### src/rtl/wishbone_pkg.sv
// wishbone_pkg: shared types and address-map constants for the Wishbone router
// Contents:
//   wb_state_t   per-transaction FSM states (IDLE, ACTIVE, RESP)
//   *_BASE       upper address bits identifying each subordinate region
package wishbone_pkg;

    typedef enum logic [1:0] {IDLE, ACTIVE, RESP} wb_state_t;

    localparam logic [15:0] LA_BASE   = 16'h3100;
    localparam logic [15:0] GPIO_BASE = 16'h3200;
    localparam logic [15:0] SRAM_BASE = 16'h3300;
    localparam logic [7:0]  PROJ_BASE = 8'h30;

endpackage

### src/rtl/wb_addr_decode.sv
// wb_addr_decode: combinational address decoder, manager address -> subordinate index
// Ports:
//   adr_i     in   32      manager address
//   sel_o     out  SEL_W   subordinate index (projects 0..NUM_TEAMS, then LA, GPIO, SRAM)
//   mapped_o  out  1       address hits a mapped subordinate
module wb_addr_decode
    import wishbone_pkg::*;
#(
    parameter int NUM_TEAMS = 12,
    parameter int SEL_W     = $clog2(NUM_TEAMS + 4)
) (
    input  logic [31:0]      adr_i,
    output logic [SEL_W-1:0] sel_o,
    output logic             mapped_o
);

    logic hit_la;
    logic hit_gpio;
    logic hit_sram;
    logic hit_proj;
    logic unused_adr;

    // Only the region bits take part in decoding; the offset is the subordinate's business.
    assign unused_adr = ^adr_i[15:0];

    assign hit_la   = adr_i[31:16] == LA_BASE;
    assign hit_gpio = adr_i[31:16] == GPIO_BASE;
    assign hit_sram = adr_i[31:16] == SRAM_BASE;
    // Projects above NUM_TEAMS fall into the 0x30 region but have no subordinate behind them.
    assign hit_proj = (adr_i[31:24] == PROJ_BASE) && ({28'd0, adr_i[19:16]} <= NUM_TEAMS);

    assign mapped_o = hit_la || hit_gpio || hit_sram || hit_proj;
    assign sel_o    = hit_la   ? SEL_W'(NUM_TEAMS + 1) :
                      hit_gpio ? SEL_W'(NUM_TEAMS + 2) :
                      hit_sram ? SEL_W'(NUM_TEAMS + 3) :
                                 SEL_W'(adr_i[19:16]);

endmodule

### src/rtl/wishbone_router.sv
// wishbone_router: single-manager Wishbone address router with bus-error and timeout responses
// Ports:
//   CLK, nRST        clock; asynchronous active-low reset
//   wbs_adr_i_p      manager address
//   wbs_cyc_i_p      manager cycle
//   wbs_stb_i_p      manager strobe
//   wbs_ack_o_p      registered one-cycle ack to manager
//   wbs_err_o_p      registered one-cycle error to manager
//   wbs_dat_o_p      registered read data to manager (only non-zero in the response cycle)
//   wbs_cyc_o_sub    per-subordinate cyc
//   wbs_stb_o_sub    per-subordinate stb
//   wbs_ack_i_sub    per-subordinate ack
//   wbs_dat_i_sub    per-subordinate read data, subordinate i at bits [i*32 +: 32]
module wishbone_router
    import wishbone_pkg::*;
#(
    parameter int          NUM_TEAMS      = 12,
    parameter int          TIMEOUT_CYCLES = 255,
    parameter logic [31:0] ERR_DATA       = 32'hBAD0_BAD0,
    localparam int         NUM_SUBS       = NUM_TEAMS + 4
) (
    input  logic                  CLK,
    input  logic                  nRST,
    input  logic [31:0]           wbs_adr_i_p,
    input  logic                  wbs_cyc_i_p,
    input  logic                  wbs_stb_i_p,
    output logic                  wbs_ack_o_p,
    output logic                  wbs_err_o_p,
    output logic [31:0]           wbs_dat_o_p,
    output logic [NUM_SUBS-1:0]   wbs_cyc_o_sub,
    output logic [NUM_SUBS-1:0]   wbs_stb_o_sub,
    input  logic [NUM_SUBS-1:0]   wbs_ack_i_sub,
    input  logic [NUM_SUBS*32-1:0] wbs_dat_i_sub
);

    localparam int SEL_W = $clog2(NUM_SUBS);
    localparam int CNT_W = $clog2(TIMEOUT_CYCLES + 1);
    localparam logic [CNT_W-1:0] CNT_LAST = CNT_W'(TIMEOUT_CYCLES - 1);

    wb_state_t        state_q, state_d;
    logic [SEL_W-1:0] sel_q, sel_d;
    logic [CNT_W-1:0] cnt_q, cnt_d;
    logic             ack_q, ack_d;
    logic             err_q, err_d;
    logic [31:0]      dat_q, dat_d;
    logic [SEL_W-1:0] dec_sel;
    logic             dec_mapped;
    logic [31:0]      sel_dat;

    wb_addr_decode #(
        .NUM_TEAMS (NUM_TEAMS),
        .SEL_W     (SEL_W)
    ) u_decode (
        .adr_i    (wbs_adr_i_p),
        .sel_o    (dec_sel),
        .mapped_o (dec_mapped)
    );

    assign sel_dat     = wbs_dat_i_sub[{sel_q, 5'd0} +: 32];
    assign wbs_ack_o_p = ack_q;
    assign wbs_err_o_p = err_q;
    assign wbs_dat_o_p = dat_q;

    always_ff @(posedge CLK or negedge nRST) begin
        if (!nRST) begin
            state_q <= IDLE;
            sel_q   <= '0;
            cnt_q   <= '0;
            ack_q   <= 1'b0;
            err_q   <= 1'b0;
            dat_q   <= '0;
        end else begin
            state_q <= state_d;
            sel_q   <= sel_d;
            cnt_q   <= cnt_d;
            ack_q   <= ack_d;
            err_q   <= err_d;
            dat_q   <= dat_d;
        end
    end

    // ack/err/dat next values are only non-zero on the transition into RESP,
    // so the registered outputs are high for exactly the RESP cycle.
    always_comb begin
        state_d       = state_q;
        sel_d         = sel_q;
        cnt_d         = cnt_q;
        ack_d         = 1'b0;
        err_d         = 1'b0;
        dat_d         = '0;
        wbs_cyc_o_sub = '0;
        wbs_stb_o_sub = '0;
        case (state_q)
            IDLE: begin
                if (wbs_cyc_i_p && wbs_stb_i_p) begin
                    if (dec_mapped) begin
                        state_d = ACTIVE;
                        sel_d   = dec_sel;
                        cnt_d   = '0;
                    end else begin
                        state_d = RESP;
                        err_d   = 1'b1;
                        dat_d   = ERR_DATA;
                    end
                end
            end
            ACTIVE: begin
                wbs_cyc_o_sub[sel_q] = wbs_cyc_i_p;
                wbs_stb_o_sub[sel_q] = wbs_stb_i_p;
                cnt_d                = cnt_q + CNT_W'(1);
                // A manager abort ends the transaction silently, whatever the subordinate does.
                if (!wbs_cyc_i_p) begin
                    state_d = IDLE;
                end else if (wbs_ack_i_sub[sel_q]) begin
                    state_d = RESP;
                    ack_d   = 1'b1;
                    dat_d   = sel_dat;
                end else if (cnt_q == CNT_LAST) begin
                    state_d = RESP;
                    err_d   = 1'b1;
                    dat_d   = ERR_DATA;
                end
            end
            RESP:    state_d = IDLE;
            default: state_d = IDLE;
        endcase
    end

endmodule

### config.mk
export PLATFORM = sky130hd
export DESIGN_NAME = wishbone_router
export DESIGN_NICKNAME = d
export VERILOG_FILES = /design/src/rtl/wishbone_pkg.sv /design/src/rtl/wb_addr_decode.sv /design/src/rtl/wishbone_router.sv
export SDC_FILE = /design/constraint.sdc
export NUM_CORES = 1
export LEC_CHECK = 0
export ABC_CLOCK_PERIOD_IN_PS = 1910
export CAP_MARGIN = 15
export CORE_AREA = 2 2 245 247
export CTS_CLUSTER_DIAMETER = 200
export DETAILED_ROUTE_END_ITERATION = 7
export DIE_AREA = 0 0 247 249
export MAX_ROUTING_LAYER = met4
export SETUP_SLACK_MARGIN = 0.02
export SLEW_MARGIN = 20
export SYNTH_ARGS = -nofsm -noshare
export SYNTH_HDL_FRONTEND = slang
export SYNTH_HIERARCHICAL = 1
export SYNTH_SLANG_ARGS = --single-unit
### constraint.sdc
create_clock -name CLK -period 1.91 [get_ports CLK]
set_clock_uncertainty 0.05 [all_clocks]
set_input_delay 0.2865 -clock CLK [delete_from_list [all_inputs] [get_ports CLK]]
set_output_delay 0.2865 -clock CLK [all_outputs]
set_load 0.01 [all_outputs]
Track usage over the die:
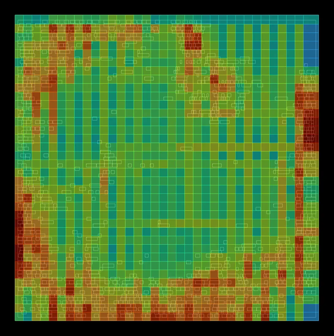
GRT Total Usage: 15.4%
Finished Core Util: 25.2%
met3 Use GR: 5.79%
average wire per standard cell: 24.6 um
M1 GR Usage: 16.6%

Zoomed window:
Bar = 10 um. Window x 49 to 74, y 50 to 75 um. Cells in gray, sequential cells in the stronger gray; small squares are vias.
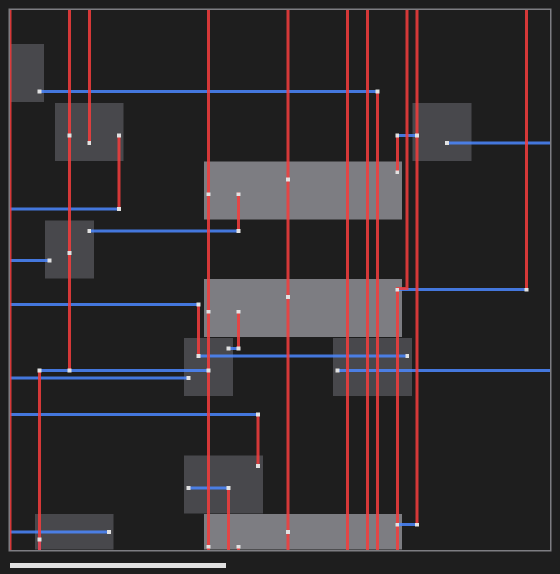
Blue stands for M1. Red stands for M2.
Most frequent: clkdlybuf4s50_1 (3), dfrtp_1 (3), nor2b_1 (2). Sequential cells in the window: 3. Netlist names of flops here include wbs_dat_o_p (3). 10 logic cells have their middle in the window.

Wires at chosen ports, followed through buffers:
Bar = 50 um.
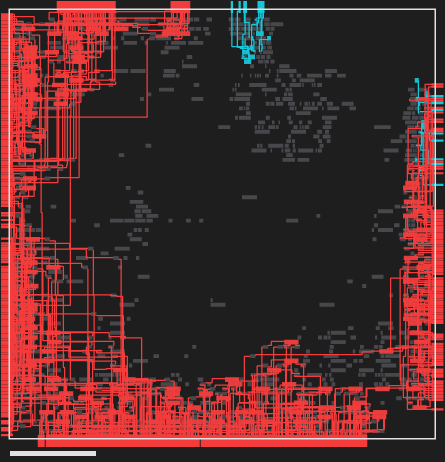
Red stands for wbs_dat_i_sub, direction input, end cells 128, wire 21.0 mm. Cyan stands for wbs_stb_o_sub, direction output, end cells 16, wire 403 um.

Register map, names as in the netlist:
Bar = 50 um. Other sequential cells in the stronger gray, the rest of the logic in the fainter gray.
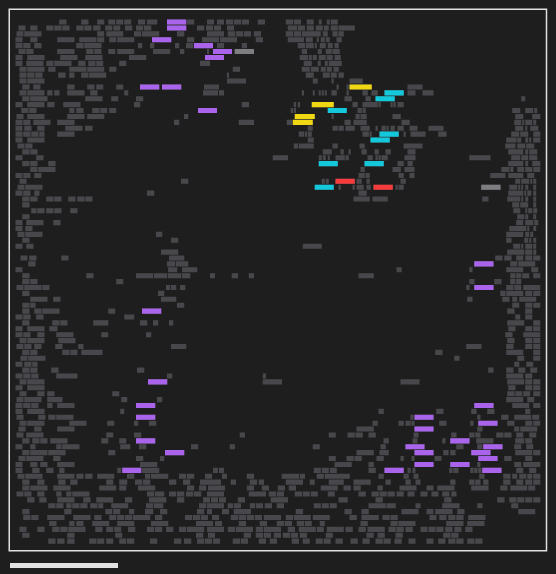
Red stands for state_q, flops 2. Yellow stands for sel_q, flops 4, where top center. Purple stands for wbs_dat_o_p, flops 32, where widely spread. Cyan stands for cnt_q, flops 8.
Another 2 sequential cells are not colored.

## per-stage QoR
| stage | utilization, % | hold WS, ps |
|---|---|---|
| after floorplan | - | -59.1 |
| after global routing | 25.2 | 475 |
| after CTS | 24.6 | 456 |
| after detailed placement | 23.7 | 268 |
| final | 25.2 | 449 |
| after global placement | 23.7 | 271 |
## logic make-up (layout without fill, tap and decap cells)
kind of cell,after synthesis,count (layout),synth area share [%]
AOI/OAI and AO/OA,81,81,9.82
xor gates and xnor gates,6,6,0.863
adders and majority gates,2,2,0.411
buffers and inverters,56,753,4.62
DFF,48,48,19.7
muxes,148,148,54.7
other,0,14,0
and+or+nand+nor,118,118,9.86
## routing by layer
layer	wire length [um]	global-route usage [%]
met5	0	-
met4	1630	5.61
met3	4720	5.79
met2	23300	25.7
met1	18200	16.6
## sequential cells by signal, summed over array words and instances, names as in the netlist
signal	count
wbs_dat_o_p	32
cnt_q	8
sel_q	4
state_q	2
wbs_ack_o_p	1
wbs_err_o_p	1
## area by class of cell
type	count	area [um2]
fillers	6149	43900
repair buffers	741	7410
multi-input cells	355	4980
flip-flops and latches	48	1210
well taps	773	967
clock buffers	7	133
diodes	14	35.0
inverters	4	20.0
clock inverters	1	5.00
## worst min-delay path: stages
cell	delay (ps)
dlymetal6s2s_1	150
nor4_4	70
nand4_1	90
o21bai_1	70
nand2_1	70
nand2_1	50
## timing repair
item                       in CTS  in global routing
hold buffers                    1                  0
pin swaps                      15                 16
cloned                          3                  0
hold endpoints to repair       48                  0
setup buffers                  21                  8
setup endpoints to repair      72                 72
resized                       200                 71
## where the power goes
part | internal [mW] | switching [mW]
Sequential | 1.06 | 0.0333
Clock | 0.489 | 0.486
Combinational | 1.52 | 0.635
==> metrics.yaml <==
final_timing:
  finalCritPeriodShare_pct: 123
  fin_crit_ps: 2340
  fin_ws_ps: -433
  maxSlewHeadroom_pct: 70.9
  setup_viol: 60
  finalMaxSlewViolations: 0
clock_tree:
  clock_sinks: 48
  cts.reportedPaths.clkPinSlew_ps: 80
  cts_buffer_depth: 2
  cts_root_buf: "clkbuf_16"
  htreeDepth: 2
worst_setup_path:
  cp.required_ps: 2080
  r2r_setup_slack_ps: -430
  critPathLaunch: "sel_q[0]"
  critPathArrivalTime_ps: 2510
  regToRegStartpoint: "sel_q[0]"
  endpoint: "wbs_dat_o_p[17]"
  crit_buf_inv: 4
  path_cells: "buf_12 > buf_4 > buf_16 > buf_4 > mux4_2 > mux4_2 > nor2b_4"
  r2r_cells: 7
synth:
  ys_warn_count: 6
  syn_area_mm2: 0.00609
  synth_nets: 1025
  largest_area_cell: "mux4_2"
  synth_flops: 48
  top_area_share_pct: 54.7
  most_common_cell: "mux4_2"
  yosys.stat.seqShare_pct: 19.7
routing:
  routed_wl_um: 47900
  drt_pass1_iterations: 4
  vias: 7590
  drtIter0Drc: 361
finish:
  nets: 1721
  mostFrequentLayoutCell: "clkdlybuf4s50_1"
  design_area_mm2: 0.0148
  mostFrequentLayoutCells: "clkdlybuf4s50_1 (574), mux4_2 (148), buf_4 (84), dfrtp_1 (44), buf_6 (27)"
  layout-drive-gt1-share_pct: 33.7
placed_design:
  portBuffers: 613
  dpl.hpwl_um: 41000
  globalplace.congestion: 0.937
  placed_area_mm2: 0.0139
pwr:
  ir_worst_vdd_mv: 0.263
  power.density_mw_per_mm2: 286
  p_total_mw: 4.22
  p_leak_nw: 5.23
floorplanning:
  core_area_mm2: 0.0587
  io_pins: 630
status:
  violations: "negative setup slack"
  status: "complete, but fails checks"
global_route:
  grt_pass1_vias: 8466
  antenna_found_initial: 17
  grt_max_degree: 49
job:
  warnings: 46
min_path:
  hold_end: "sel_q[2]"
  holdPathStages: 6
  holdCritStartpoint: "wbs_adr_i_p[18]"
Power and IR drop assume default switching activity.
